**Placement density heat map**

The die is cut into 35 by 35 equal tiles; dark blue is low, red is high, 0 to 100% covered.
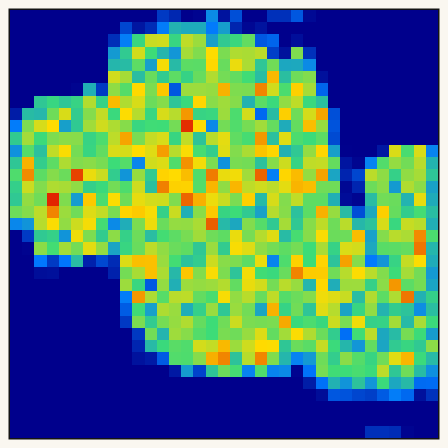
**Gate-type map**

The bar under the picture is 100 um long.
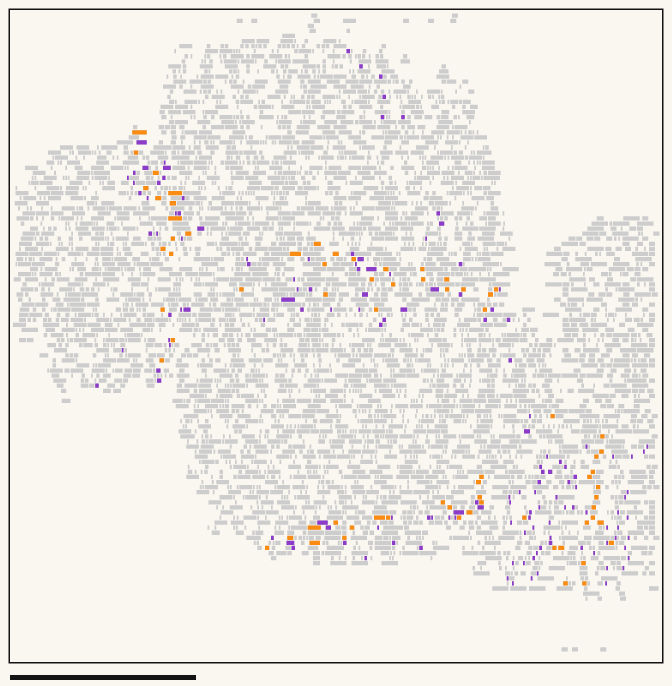
**Clock distribution**

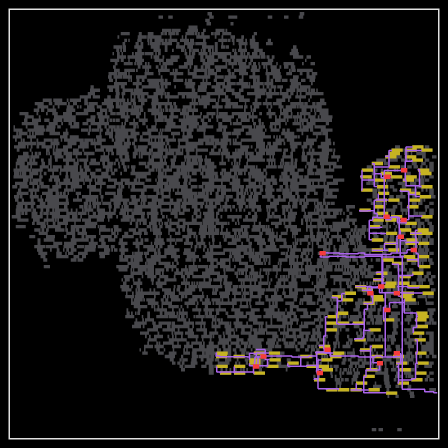
**Signal wires by layer**

The bar under the picture is 100 um long.
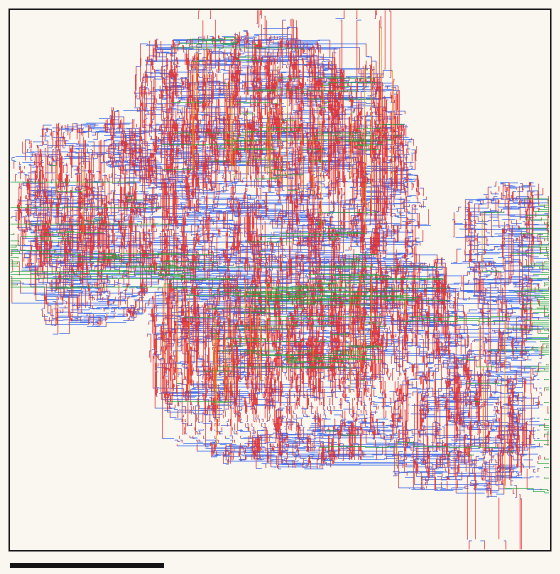
**Congestion heat map**

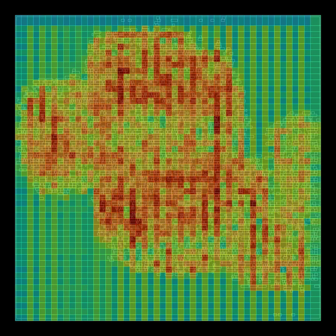
===== src/rtl/systolic_pkg.sv =====
// Shared definitions for the systolic-array data movers.
//   DEF_DATA_WIDTH   : default bits per activation word
//   DEF_STREAM_WIDTH : default activation words per stream beat
//   state_t          : job-sequencer states (IDLE -> LOAD -> RUN -> DONE)
package systolic_pkg;

   localparam int DEF_DATA_WIDTH   = 8;
   localparam int DEF_STREAM_WIDTH = 4;

   typedef enum logic [1:0] {
      IDLE = 2'd0,
      LOAD = 2'd1,
      RUN  = 2'd2,
      DONE = 2'd3
   } state_t;

endpackage


===== src/rtl/stream_skid2.sv =====
// Two-entry skid buffer between the source-memory read port and the feeder.
//
// Handshake: a beat moves across a valid/ready pair exactly on a cycle where
// valid and ready are both 1.  While valid is 1 and ready is 0 the producer
// holds valid and data unchanged.  The input side carries valid only: the
// producer reserves space itself using count_o (occupancy) and must never
// push into a full buffer.
//
// Ports:
//   clk, rst_n      : clock, asynchronous active-low reset (empties buffer)
//   in_valid_i      : write a beat this cycle
//   in_data_i       : beat being written
//   out_valid_o     : head entry valid
//   out_ready_i     : consumer accepts the head entry this cycle
//   out_data_o      : head entry (registered, stable while not accepted)
//   count_o         : entries currently held (0..2)
module stream_skid2 #(
   parameter int WIDTH = 32
) (
   input  logic             clk,
   input  logic             rst_n,
   input  logic             in_valid_i,
   input  logic [WIDTH-1:0] in_data_i,
   output logic             out_valid_o,
   input  logic             out_ready_i,
   output logic [WIDTH-1:0] out_data_o,
   output logic [1:0]       count_o
);

   logic             head_valid_q, head_valid_d;
   logic             spare_valid_q, spare_valid_d;
   logic [WIDTH-1:0] head_q, head_d;
   logic [WIDTH-1:0] spare_q, spare_d;
   logic             pop;

   assign pop = head_valid_q & out_ready_i;

   always_comb begin
      head_valid_d  = head_valid_q;
      head_d        = head_q;
      spare_valid_d = spare_valid_q;
      spare_d       = spare_q;
      if (pop) begin
         if (spare_valid_q) begin
            // Spare moves up to the head; an incoming beat refills the spare.
            head_d        = spare_q;
            spare_valid_d = in_valid_i;
            if (in_valid_i) begin
               spare_d = in_data_i;
            end
         end else begin
            head_valid_d = in_valid_i;
            if (in_valid_i) begin
               head_d = in_data_i;
            end
         end
      end else if (in_valid_i) begin
         if (!head_valid_q) begin
            head_valid_d = 1'b1;
            head_d       = in_data_i;
         end else begin
            spare_valid_d = 1'b1;
            spare_d       = in_data_i;
         end
      end
   end

   always_ff @(posedge clk or negedge rst_n) begin
      if (!rst_n) begin
         head_valid_q  <= 1'b0;
         spare_valid_q <= 1'b0;
         head_q        <= '0;
         spare_q       <= '0;
      end else begin
         head_valid_q  <= head_valid_d;
         spare_valid_q <= spare_valid_d;
         head_q        <= head_d;
         spare_q       <= spare_d;
      end
   end

   assign out_valid_o = head_valid_q;
   assign out_data_o  = head_q;
   assign count_o     = {1'b0, head_valid_q} + {1'b0, spare_valid_q};

endmodule


===== src/rtl/ifmap_streamer.sv =====
// Input-feature-map streamer: reads in_cols*in_cols*chans_per_mem*batch beats
// from source memory at addresses 0..total-1 and streams them, lane-reversed,
// to the systolic feeder through a two-entry skid buffer.
//
// Ports:
//   clk, rst_n          : clock, asynchronous active-low reset
//   start               : one-cycle job launch (only honoured in IDLE)
//   cfg_in_cols         : input rows = columns
//   cfg_chans_per_mem   : beats per pixel
//   cfg_batch           : batch size
//   mem_rd_en, mem_addr : source read strobe / address
//   mem_rdata           : read data, valid the cycle after mem_rd_en
//   data_in, valid_write: beat to the feeder and its valid
//   ram_full            : feeder backpressure (ready = ~ram_full)
//   feed_start          : level, high from first valid_write until DONE
//   busy                : job in progress (LOAD, RUN, DONE)
//   done                : one-cycle job-complete pulse
//   cfg_err             : sticky oversize-job flag, cleared by next start
//   dbg_state_o         : current sequencer state
module ifmap_streamer
   import systolic_pkg::*;
#(
   parameter int DATA_WIDTH   = DEF_DATA_WIDTH,
   parameter int STREAM_WIDTH = DEF_STREAM_WIDTH,
   parameter int ADDR_WIDTH   = 16
) (
   input  logic                               clk,
   input  logic                               rst_n,
   input  logic                               start,
   input  logic [ADDR_WIDTH-1:0]              cfg_in_cols,
   input  logic [ADDR_WIDTH-1:0]              cfg_chans_per_mem,
   input  logic [ADDR_WIDTH-1:0]              cfg_batch,
   output logic                               mem_rd_en,
   output logic [ADDR_WIDTH-1:0]              mem_addr,
   input  logic [DATA_WIDTH*STREAM_WIDTH-1:0] mem_rdata,
   output logic [DATA_WIDTH*STREAM_WIDTH-1:0] data_in,
   output logic                               valid_write,
   input  logic                               ram_full,
   output logic                               feed_start,
   output logic                               busy,
   output logic                               done,
   output logic                               cfg_err,
   output logic [1:0]                         dbg_state_o
);

   localparam int          BW        = DATA_WIDTH * STREAM_WIDTH;
   localparam int          CW        = ADDR_WIDTH + 1;  // counts up to 2**ADDR_WIDTH
   localparam logic [32:0] MAX_BEATS = 33'(1) << ADDR_WIDTH;

   state_t          state_q, state_d;
   logic [31:0]     total_q, total_d;
   logic [CW-1:0]   rd_cnt_q, rd_cnt_d;
   logic [CW-1:0]   xfer_cnt_q, xfer_cnt_d;
   logic            inflight_q;
   logic            feed_q, feed_d;
   logic            cfg_err_q, cfg_err_d;
   logic [BW-1:0]   rdata_rev;
   logic [1:0]      skid_count;
   logic [1:0]      level;
   logic            xfer;
   logic            room;

   // Memory lane STREAM_WIDTH-1-u lands on feeder lane u.
   for (genvar u = 0; u < STREAM_WIDTH; u++) begin : g_lane
      assign rdata_rev[u*DATA_WIDTH +: DATA_WIDTH] =
         mem_rdata[(STREAM_WIDTH-1-u)*DATA_WIDTH +: DATA_WIDTH];
   end

   // Only a read that was actually issued pushes; reset clears inflight_q,
   // so a read outstanding at reset is never captured.
   stream_skid2 #(.WIDTH(BW)) u_skid (
      .clk         (clk),
      .rst_n       (rst_n),
      .in_valid_i  (inflight_q),
      .in_data_i   (rdata_rev),
      .out_valid_o (valid_write),
      .out_ready_i (~ram_full),
      .out_data_o  (data_in),
      .count_o     (skid_count)
   );

   assign xfer  = valid_write & ~ram_full;
   assign level = skid_count + {1'b0, inflight_q};
   // Credit check: held beats plus reads in flight, less the beat leaving this
   // cycle, must stay below 2.  Counting the departing beat is what sustains
   // one read per cycle in steady state.
   assign room      = (level < 2'd2) || (xfer && (level == 2'd2));
   assign mem_rd_en = (state_q == RUN) && (rd_cnt_q < CW'(total_q)) && room;
   assign mem_addr  = rd_cnt_q[ADDR_WIDTH-1:0];

   always_comb begin
      state_d    = state_q;
      total_d    = total_q;
      rd_cnt_d   = rd_cnt_q;
      xfer_cnt_d = xfer_cnt_q;
      cfg_err_d  = cfg_err_q;
      unique case (state_q)
         IDLE: begin
            if (start) begin
               total_d    = 32'(cfg_in_cols) * 32'(cfg_in_cols) *
                            32'(cfg_chans_per_mem) * 32'(cfg_batch);
               rd_cnt_d   = '0;
               xfer_cnt_d = '0;
               cfg_err_d  = 1'b0;
               state_d    = LOAD;
            end
         end
         LOAD: begin
            if ({1'b0, total_q} > MAX_BEATS) begin
               cfg_err_d = 1'b1;
               state_d   = IDLE;
            end else if (total_q == 32'd0) begin
               state_d = DONE;
            end else begin
               state_d = RUN;
            end
         end
         RUN: begin
            if (mem_rd_en) begin
               rd_cnt_d = rd_cnt_q + CW'(1);
            end
            if (xfer) begin
               xfer_cnt_d = xfer_cnt_q + CW'(1);
               if (xfer_cnt_q == CW'(total_q) - CW'(1)) begin
                  state_d = DONE;
               end
            end
         end
         DONE: begin
            state_d = IDLE;
         end
         default: begin
            state_d = IDLE;
         end
      endcase
   end

   // feed_q remembers that the stream has begun; gated by RUN on the output
   // so feed_start drops as soon as DONE is entered.
   assign feed_d = (state_q == RUN) && (feed_q || valid_write);

   always_ff @(posedge clk or negedge rst_n) begin
      if (!rst_n) begin
         state_q    <= IDLE;
         total_q    <= '0;
         rd_cnt_q   <= '0;
         xfer_cnt_q <= '0;
         inflight_q <= 1'b0;
         feed_q     <= 1'b0;
         cfg_err_q  <= 1'b0;
      end else begin
         state_q    <= state_d;
         total_q    <= total_d;
         rd_cnt_q   <= rd_cnt_d;
         xfer_cnt_q <= xfer_cnt_d;
         inflight_q <= mem_rd_en;
         feed_q     <= feed_d;
         cfg_err_q  <= cfg_err_d;
      end
   end

   assign feed_start  = (state_q == RUN) && (feed_q || valid_write);
   assign busy        = (state_q != IDLE);
   assign done        = (state_q == DONE);
   assign cfg_err     = cfg_err_q;
   assign dbg_state_o = state_q;

endmodule


===== config.mk =====
export PLATFORM = sky130hd
export DESIGN_NAME = ifmap_streamer
export DESIGN_NICKNAME = d
export VERILOG_FILES = /design/src/rtl/systolic_pkg.sv /design/src/rtl/stream_skid2.sv /design/src/rtl/ifmap_streamer.sv
export SDC_FILE = /design/constraint.sdc
export NUM_CORES = 2
export LEC_CHECK = 0
export ABC_CLOCK_PERIOD_IN_PS = 8400
export CAP_MARGIN = 20
export CORE_UTILIZATION = 30
export CTS_BUF_LIST = sky130_fd_sc_hd__clkbuf_8
export CTS_CLUSTER_SIZE = 12
export DETAILED_ROUTE_END_ITERATION = 8
export GPL_TIMING_DRIVEN = 0
export MAX_ROUTING_LAYER = met4
export PLACE_DENSITY_LB_ADDON = 0.3
export SLEW_MARGIN = 20
export SYNTH_ARGS = -nofsm -noshare
export SYNTH_HDL_FRONTEND = slang
export SYNTH_SLANG_ARGS = --single-unit

===== constraint.sdc =====
create_clock -name clk -period 8.4 [get_ports clk]
set_input_delay 0.84 -clock clk [delete_from_list [all_inputs] [get_ports clk]]
set_output_delay 0.84 -clock clk [all_outputs]
set_load 0.02 [all_outputs]

==> changes_impl.md <==
### Changed

* Fraction of layout cells with a size suffix above 1 at 0.153
* Worst-Skew Late Latency at 0.48 ns
* Syn-to-layout area delta at 22.9%
* CORE AREA at 120000 um^2
* Commonest Layout Cell: inv_1
* Post-route setup slack at -7.92 ns
* Setup bufs post-CTS at 124
* Top sig layer: met4
* Simple-Gate Area Share at 0.166
* Hold WS at 0.295 ns
* Met3 wire length at 6710 um
* WL met2 at 53000 um
* Most frequent cell after synthesis: inv_1
* HP Class: in2async
* Mux area share at 0.0200
* Placer Congestion at 0.909
* Failing checks: negative setup slack
* Tool warnings at 29
* Post-synth EDFFs at 0
* Synth Area in XOR/XNOR at 0.0448
* Pre-CTS WS at -10.74 ns
* Setup Crit Path Kind: in2reg
* Global route total overflow at 0
* Via density at 4.69
* Vias in the first global route at 29500
* Critical Path RT at 8.81 ns
* Setup crit end: total_q[31]
* Setup violations, final at 26
* CTS resizes at 401
* Global-route wire length before repair at 169000 um
* Critical path launch point: cfg_in_cols[10]
* Adder Area Share at 0.504
* Post-Route WL at 109000 um
* Cell type with the largest total area: fa_1
* Worst path slowest cell: fa_1
* Top-area cell share at 0.419
* DRC Markers at 0
* Row cnt at 127
* Distinct lib cells at 71
* Worst slew pin tran at 1.04 ns
* Via count at 28000
* IO Pins at 140
* Crit path time final at 16.32 ns
* DRT antenna net count at 0
* CP arrival at 16.73 ns
* Most frequent cells in the layout: inv_1, fa_1, nand2_1
* Outcome: complete, but fails checks
* Met1 Use GR at 0.238
* Post-synth top flop: dfrtp_1
* CTS Buf Count at 17
* Placed cell areas at 40400 um^2
* Max cap viols at 0
* Crit. path cell count at 58
* TritonCTS clock tree: built
* Register-to-Register Path Depth at 16
* Crit path launch type: input port
* List of most frequent post-synthesis cells: inv_1, fa_1, nand2_1, and2_1, ha_1
* Fin Setup TNS at -139.52 ns
About 'placement density heat map':
- mean over tiles: 35%
- emptiest ninth of the die: lower left
- fullest tile: 96%
- densest ninth of the die: centre

About 'gate-type map':
- AND-OR and OR-AND gates: orange (cells 70)
- NOR gates: purple (cells 142)

About 'clock distribution':
- cells driving clock nets: red (count 17)
- flip-flops: yellow (count 137)
- clock wires: purple (length 2060 um)
- routed clock nets: 18
clk_skew: 0.0148 ns

About 'signal wires by layer':
- met2: red (wire length 53.0 mm)
- met1: blue (wire length 46.6 mm)
- met3: green (wire length 6710 um)
- met4: orange (wire length 2520 um)

About 'congestion heat map':
Layout Utilization: 0.372
total track usage: 0.185
met3 usage: 0.0269
DR WL/cell: 18.3 um
GRT busiest layer: met2

sequential cells by signal (all words and copies together), names as in the netlist, named ones only:
name	flops
cfg_err	1
dbg_state_o	1
feed_q	1
inflight_q	1
rd_cnt_q	17
total_q	32
u_skid.out_data_o	32
u_skid.out_valid_o	1
u_skid.spare_q	32
u_skid.spare_valid_q	1
xfer_cnt_q	17
area by class of cell:
type                            count  area [um^2]  area share
Clock inverter                     12          150     0.00336
Clock buffer                       19          262     0.00586
Tap cell                         1612         2020      0.0452
Multi-Input combinational cell   2818        31200       0.699
Inverter                          858         3230      0.0724
Sequential cell                   137         3430      0.0768
Buffer                            185         1330      0.0299
Antenna cell                        9         22.5    0.000505
Timing Repair Buffer              313         3010      0.0674
